===== src/rtl/mem_arbiter.sv =====
// Arbitrates I-cache reads, D-cache reads and D-cache writebacks onto a single
// backing-memory port with one transaction outstanding at a time.
module mem_arbiter #(
   parameter int ADDR_W       = 16,
   parameter int LINE_W       = 128,
   parameter int STARVE_LIMIT = 4
) (
   input  logic              clk,
   input  logic              rst,
   input  logic              Ic_mem_req,
   input  logic [ADDR_W-1:0] Ic_mem_addr,
   output logic [LINE_W-1:0] F_mem_inst,
   output logic              F_mem_valid,
   input  logic              Dc_mem_req,
   input  logic [ADDR_W-1:0] Dc_mem_addr,
   output logic [LINE_W-1:0] MEM_data_line,
   output logic              MEM_mem_valid,
   input  logic              Dc_wb_we,
   input  logic [ADDR_W-1:0] Dc_wb_addr,
   input  logic [LINE_W-1:0] Dc_wb_wline,
   output logic              M_req,
   output logic              M_we,
   output logic [ADDR_W-1:0] M_addr,
   output logic [LINE_W-1:0] M_wline,
   input  logic [LINE_W-1:0] M_rline,
   input  logic              M_ack,
   output logic              wb_ovf
);

   localparam int CNT_W = $clog2(STARVE_LIMIT) + 1;
   localparam logic [CNT_W-1:0] LIMIT = CNT_W'(STARVE_LIMIT);

   typedef enum logic [1:0] {IDLE, BUSY, RESP} state_t;

   state_t              state_q;
   logic                wbVld_q;
   logic [ADDR_W-1:0]   wbAddr_q;
   logic [LINE_W-1:0]   wbLine_q;
   logic                wbOvf_q;
   logic [CNT_W-1:0]    starveCnt_q;
   logic                isWrite_q;
   logic                isInst_q;
   logic                mReq_q;
   logic                mWe_q;
   logic [ADDR_W-1:0]   mAddr_q;
   logic [LINE_W-1:0]   mWline_q;
   logic                fValid_q;
   logic                memValid_q;
   logic [LINE_W-1:0]   fInst_q;
   logic [LINE_W-1:0]   memLine_q;

   logic                wbCapture;
   logic                wbPending;
   logic                starved;
   logic                gntWb;
   logic                gntI;
   logic                gntD;
   logic [ADDR_W-1:0]   wbGntAddr;
   logic [LINE_W-1:0]   wbGntLine;

   // A writeback arriving this cycle counts as pending so that a same-cycle
   // D read of the same line can never overtake it.
   always_comb begin
      wbCapture = Dc_wb_we && !wbVld_q;
      wbPending = wbVld_q || wbCapture;
      wbGntAddr = wbVld_q ? wbAddr_q : Dc_wb_addr;
      wbGntLine = wbVld_q ? wbLine_q : Dc_wb_wline;
      starved   = starveCnt_q >= LIMIT;
      gntWb     = (state_q == IDLE) && wbPending;
      gntI      = (state_q == IDLE) && !wbPending && Ic_mem_req && (starved || !Dc_mem_req);
      gntD      = (state_q == IDLE) && !wbPending && Dc_mem_req && !gntI;
   end

   always_ff @(posedge clk) begin
      if (rst) begin
         state_q     <= IDLE;
         wbVld_q     <= 1'b0;
         wbAddr_q    <= '0;
         wbLine_q    <= '0;
         wbOvf_q     <= 1'b0;
         starveCnt_q <= '0;
         isWrite_q   <= 1'b0;
         isInst_q    <= 1'b0;
         mReq_q      <= 1'b0;
         mWe_q       <= 1'b0;
         mAddr_q     <= '0;
         mWline_q    <= '0;
         fValid_q    <= 1'b0;
         memValid_q  <= 1'b0;
         fInst_q     <= '0;
         memLine_q   <= '0;
      end else begin
         if (wbCapture) begin
            wbVld_q  <= 1'b1;
            wbAddr_q <= Dc_wb_addr;
            wbLine_q <= Dc_wb_wline;
         end
         if (Dc_wb_we && wbVld_q) begin
            wbOvf_q <= 1'b1;
         end

         if (!Ic_mem_req || gntI) begin
            starveCnt_q <= '0;
         end else if ((gntWb || gntD) && starveCnt_q != '1) begin
            starveCnt_q <= starveCnt_q + CNT_W'(1);
         end

         case (state_q)
            IDLE: begin
               if (gntWb) begin
                  mReq_q    <= 1'b1;
                  mWe_q     <= 1'b1;
                  mAddr_q   <= wbGntAddr;
                  mWline_q  <= wbGntLine;
                  isWrite_q <= 1'b1;
                  state_q   <= BUSY;
               end else if (gntI || gntD) begin
                  mReq_q    <= 1'b1;
                  mWe_q     <= 1'b0;
                  mAddr_q   <= gntI ? Ic_mem_addr : Dc_mem_addr;
                  isWrite_q <= 1'b0;
                  isInst_q  <= gntI;
                  state_q   <= BUSY;
               end
            end
            BUSY: begin
               if (M_ack) begin
                  mReq_q <= 1'b0;
                  if (isWrite_q) begin
                     wbVld_q <= 1'b0;
                     state_q <= IDLE;
                  end else begin
                     if (isInst_q) begin
                        fInst_q  <= M_rline;
                        fValid_q <= 1'b1;
                     end else begin
                        memLine_q  <= M_rline;
                        memValid_q <= 1'b1;
                     end
                     state_q <= RESP;
                  end
               end
            end
            RESP: begin
               fValid_q   <= 1'b0;
               memValid_q <= 1'b0;
               state_q    <= IDLE;
            end
            default: state_q <= IDLE;
         endcase
      end
   end

   assign M_req         = mReq_q;
   assign M_we          = mWe_q;
   assign M_addr        = mAddr_q;
   assign M_wline       = mWline_q;
   assign F_mem_valid   = fValid_q;
   assign F_mem_inst    = fInst_q;
   assign MEM_mem_valid = memValid_q;
   assign MEM_data_line = memLine_q;
   assign wb_ovf        = wbOvf_q;

endmodule


===== config.mk =====
export PLATFORM = sky130hd
export DESIGN_NAME = mem_arbiter
export DESIGN_NICKNAME = d
export VERILOG_FILES = /design/src/rtl/mem_arbiter.sv
export SDC_FILE = /design/constraint.sdc
export NUM_CORES = 1
export LEC_CHECK = 0
export ABC_AREA = 1
export ABC_CLOCK_PERIOD_IN_PS = 2900
export CAP_MARGIN = 25
export CORE_AREA = 2 2 278 280
export DETAILED_ROUTE_END_ITERATION = 10
export DIE_AREA = 0 0 280 282
export PLACE_DENSITY_LB_ADDON = 0.12
export SETUP_SLACK_MARGIN = 0.3
export SLEW_MARGIN = 25
export SYNTH_ARGS = -nofsm -noshare
export SYNTH_HDL_FRONTEND = slang
export SYNTH_SLANG_ARGS = --single-unit

===== constraint.sdc =====
create_clock -name clk -period 2.9 [get_ports clk]
set_input_delay 0.725 -clock clk [delete_from_list [all_inputs] [get_ports clk]]
set_output_delay 0.725 -clock clk [all_outputs]
set_load 0.02 [all_outputs]

==> images/io_fan.png <==
(1 px per µm)
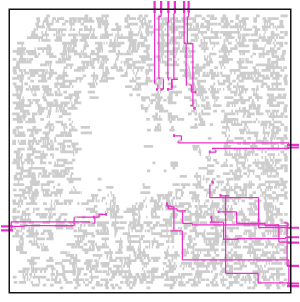
Dc_mem_addr: in magenta, bits 16, direction input, edge 8 right, 6 top, 2 left, end cells 16, buffers 16, wire 1,840 µm.
count of buffers inserted at the top-level ports: 714
number of primary I/O pins: 715

==> images/io_placement.png <==
(1.5 px per µm) Pins as bars across the die edge, other pins in grey.
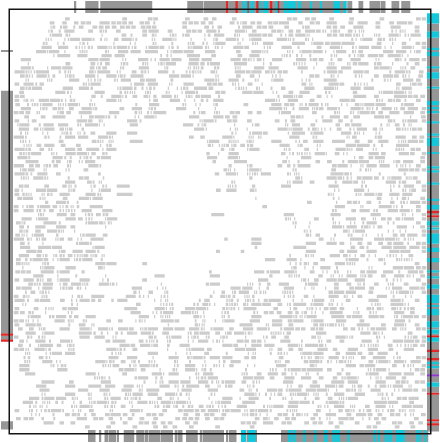
F_mem_inst: in cyan, pins 128, direction output, edge 68 right, 34 bottom, 26 top. M_ack: in purple, pins 1, direction input, edge right. Dc_mem_addr: in red, pins 16, direction input, edge 8 right, 6 top, 2 left.
All pins by edge: 205 right, 194 bottom, 188 top, 128 left.
height of the die: 282 µm
die extent in x: 280 µm

==> images/sizes.png <==
(1.5 px per µm)
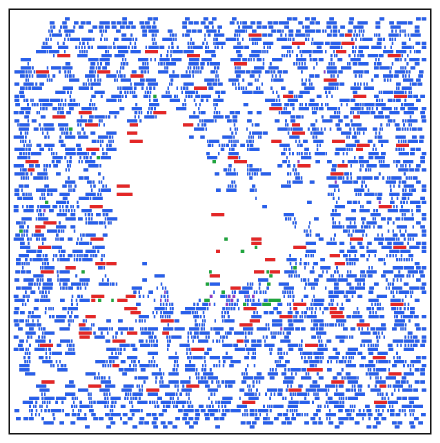
_2 cells: in purple, cells 17, most used clkinv_2. _0 and _1 cells: in blue, cells 3,238, most used clkdlybuf4s50_1. _3 and _4 cells: in green, cells 23, most used buf_4. _6 and larger: in red, cells 112, most used clkbuf_16.

==> images/placement.png <==
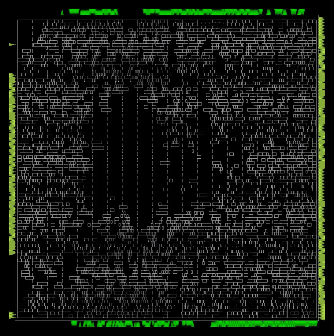
core occupancy in the finished layout: 40.7%
Filler Cells Inserted: 7,683

flip-flops by register name, summed over array words and instances, names as in the netlist, 2 cells and up:
signal	cells
F_mem_inst	128
MEM_data_line	128
M_addr	16
M_wline	128
starveCnt_q	3
state_q	2
wbAddr_q	16
wbLine_q	128
per-layer routing:
layer  part of all wire, %  track usage, %  wire (µm)  vias to the layer above
li1                      -               -          -                    10200
met1                    40            25.1      35700                     9773
met2                    49            37.4      43400                      669
met3                   8.0            6.99       7030                      148
met4                   2.1            6.05       1840                       32
met5                  0.24               0        213                        -
worst min-delay path: stages, from the launching register on:
cell and delay (ps):
sky130_fd_sc_hd__dfxtp_1 300, sky130_fd_sc_hd__nand2_1 50, sky130_fd_sc_hd__a31oi_1 70
kinds of logic (layout without fill, tap and decap cells):
group	count (synthesis)	after routing
adders and majority gates	2	2
other	0	9
buffers and inverters	276	929
AOI/OAI and AO/OA	709	709
DFF	556	556
and+or+nand+nor	1194	1194
stage by stage:
step | hold WS [ps] | total power [mW] | utilization [%]
after floorplan | 440 | 10.4 | -
after global placement | 448 | 12.3 | 37.9
after detailed placement | 452 | 12.4 | 37.9
after CTS | 461 | 20.6 | 40.7
after global routing | 474 | 21.2 | 40.7
final | 460 | 20.3 | 40.7
cells in the final DEF, fill, tap and decap left out, drive strengths merged:
| cell type | instances |
|---|---|
| nor2 | 564 |
| ha | 2 |
| diode | 9 |
| a31oi | 129 |
| nand2 | 612 |
| inv | 62 |
| nand4 | 2 |
| o22ai | 1 |
| a21oi | 159 |
| buf | 39 |
| a311oi | 1 |
| bufinv | 2 |
| dfxtp | 556 |
| a211oi | 9 |
| o21ai | 398 |
| nand3b | 1 |
| clkbuf | 102 |
| nand3 | 15 |
| clkdlybuf4s50 | 713 |
| clkinvlp | 3 |
| clkinv | 8 |
| o211ai | 12 |
cell type report:
| cell class | count | area share [%] |
|---|---|---|
| Sequential cell | 556 | 36.1 |
| Tap cell | 978 | 3.97 |
| Inverter | 59 | 0.792 |
| Clock buffer | 102 | 6.19 |
| Clock inverter | 16 | 0.593 |
| Timing Repair Buffer | 752 | 25.2 |
| Multi-Input combinational cell | 1905 | 27.1 |
| Antenna cell | 9 | 0.0731 |
power by group:
part | internal, mW | switching [mW] | leakage, nW
Combinational | 1.61 | 2.09 | 5.81
Sequential | 8.19 | 0.310 | 4.55
Clock | 4.74 | 3.37 | 1.01
Total | 14.5 | 5.77 | 11.4
synth_stat cells (9+ instances only):
master	count
sky130_fd_sc_hd__dfxtp_1	556
sky130_fd_sc_hd__nand3_1	15
sky130_fd_sc_hd__buf_2	85
sky130_fd_sc_hd__inv_2	10
sky130_fd_sc_hd__buf_4	22
sky130_fd_sc_hd__clkbuf_1	106
sky130_fd_sc_hd__a31oi_1	129
sky130_fd_sc_hd__a21oi_1	159
sky130_fd_sc_hd__o21ai_1	305
sky130_fd_sc_hd__a211oi_1	9
sky130_fd_sc_hd__inv_1	48
sky130_fd_sc_hd__nor2_1	561
sky130_fd_sc_hd__nand2_1	610
sky130_fd_sc_hd__o211ai_1	12
sky130_fd_sc_hd__o21ai_0	93
==> run notes <==
Item: results of the latest flow run.

- Tracing the worst setup path back leads to its startpoint at M_we.
- The run finished with clean final reports.
- The capture point of the critical path is M_we.
- The synthesized netlist occupies a cell area of roughly 0.021 mm².
- The register bit count reported by yosys is roughly 560.
- The count of buffer and inverter cells on the critical path is 1.
- The number of iterations in the first detailed-routing pass is 5.
- The instance count of the mapped netlist is between 2,000 and 3,000.
- Across every metal layer, demand over resource in global routing totals between 20% and 30%.
- The hold-critical path depth is 2.
- The worst-path maximum fanout is 5.
- In this run, the synthesized area fraction spent on and/or/nand/nor cells is recorded as a little over a fifth.
- Traced cell by cell, the critical path runs through clkdlybuf4s50_1.
- In this run the tightest slew margin relative to its limit is between 40% and 50%.
- For this run, the slowest stage of the critical path takes approximately 740 ps.
- In the routed layout, each cell is associated on average with a via count of around 4.8.
- The stage-log warning count is 35.
- Once layout is done, the placed cells without fillers occupy slightly above 0.03 mm².
- Max-slew check failures listed in the final report amount to 0.
- The number of logic stages on the critical path including buffering is 1.
- According to the timing report, the data required time at the worst endpoint equals approximately 2200 ps.
- The total via count after detailed routing is between 20,000 and 25,000.
- Entering global routing, the biggest net connects approximately 150 pins.
- STA classifies the critical path endpoint as an output port.
- The half-perimeter wire length after placement is 61.7 mm.
- The clock reaches the later pin of the worst-skew pair after approximately 600 ps.
- Yosys reports the multiplexer fraction of the synthesized area as 0%.
- CTS saw around 560 sinks.
- The report lists the number of cells resized after CTS as 0.
- In this run, the number of DRC markers left after iteration 0 of detailed routing was roughly 1,200.
- The worst register-to-register path begins at wbVld_q.
- The via count of the first global-routing pass is 19,900.
- The highest ir drop seen on vdd is 0.000395 V.
- The total leakage power is approximately 11 nW.
- For this run, the post-layout net count is between 3,000 and 4,000.
- The sequential fraction of the synthesis area is 53.8%.
- The die area is 0.0790 mm².
- The worst setup slack for register-to-register paths is 810 ps.
- The wire length of the first global-routing pass is ~130 mm.
- Yosys reports that the leading cell type by area covers between 50% and 60% of the netlist area.
- The area added between synthesis and finish is 49.0%.
- CTS added clock buffers totalling between 60 and 70.
- The share of flip-flops with an asynchronous set or reset after synthesis is 0%.
- The largest non-sequential cell family by area is simple AND/OR/NAND/NOR gates.
- The destination of the worst register-to-register timing path is starveCnt_q[0].
- The family of cells with the greatest summed delay on the critical path is buffers and inverters.
- The hold buffer count at CTS is 0.
- The logic area is 0.00834 mm².
- The final timing summary puts the cycle share of the worst path at 85.2%.
- The number of nets at floorplan is about 3,000.
- For this sky-water flow run, the detailed-routed wirelength per cell is reported as 20.1 µm.
- The adder and majority cell fraction of the synthesized area is 0.121%.
- The post-place setup slack is between 200 and 300 ps.
- The final critical path time including I/O delays and setup is roughly 2500 ps.
- For this configuration, the core starts out at a cell density of between 20% and 30%.
- The H-tree depth reported by CTS is 3.
- The worst register-to-register path has a depth of 7.
- Post-synthesis, Yosys gives the total cell area as ~0.021 mm².
- The number of antenna violations at the first check in global routing is 33.
- The final standard cell count with taps included and fillers excluded is around 4,400.
- The yosys synthesis warning count is 0.
- The number of placed instances, taps included, is 4,250.
- The endpoint of the worst hold-timing path is M_wline[53].
- The maximum count of clock buffers along a single path is 3.
- The post-synthesis cell type with the largest combined area is sky130_fd_sc_hd__dfxtp_1.
- The cell-mix breakdown from Yosys lists the XOR/XNOR area share as 0%.
- The core region is between 0.07 and 0.08 mm².
- The total power density per cell area is 659 mW/mm².
Power figures rest on the tool's default switching activity, not on a simulated workload.
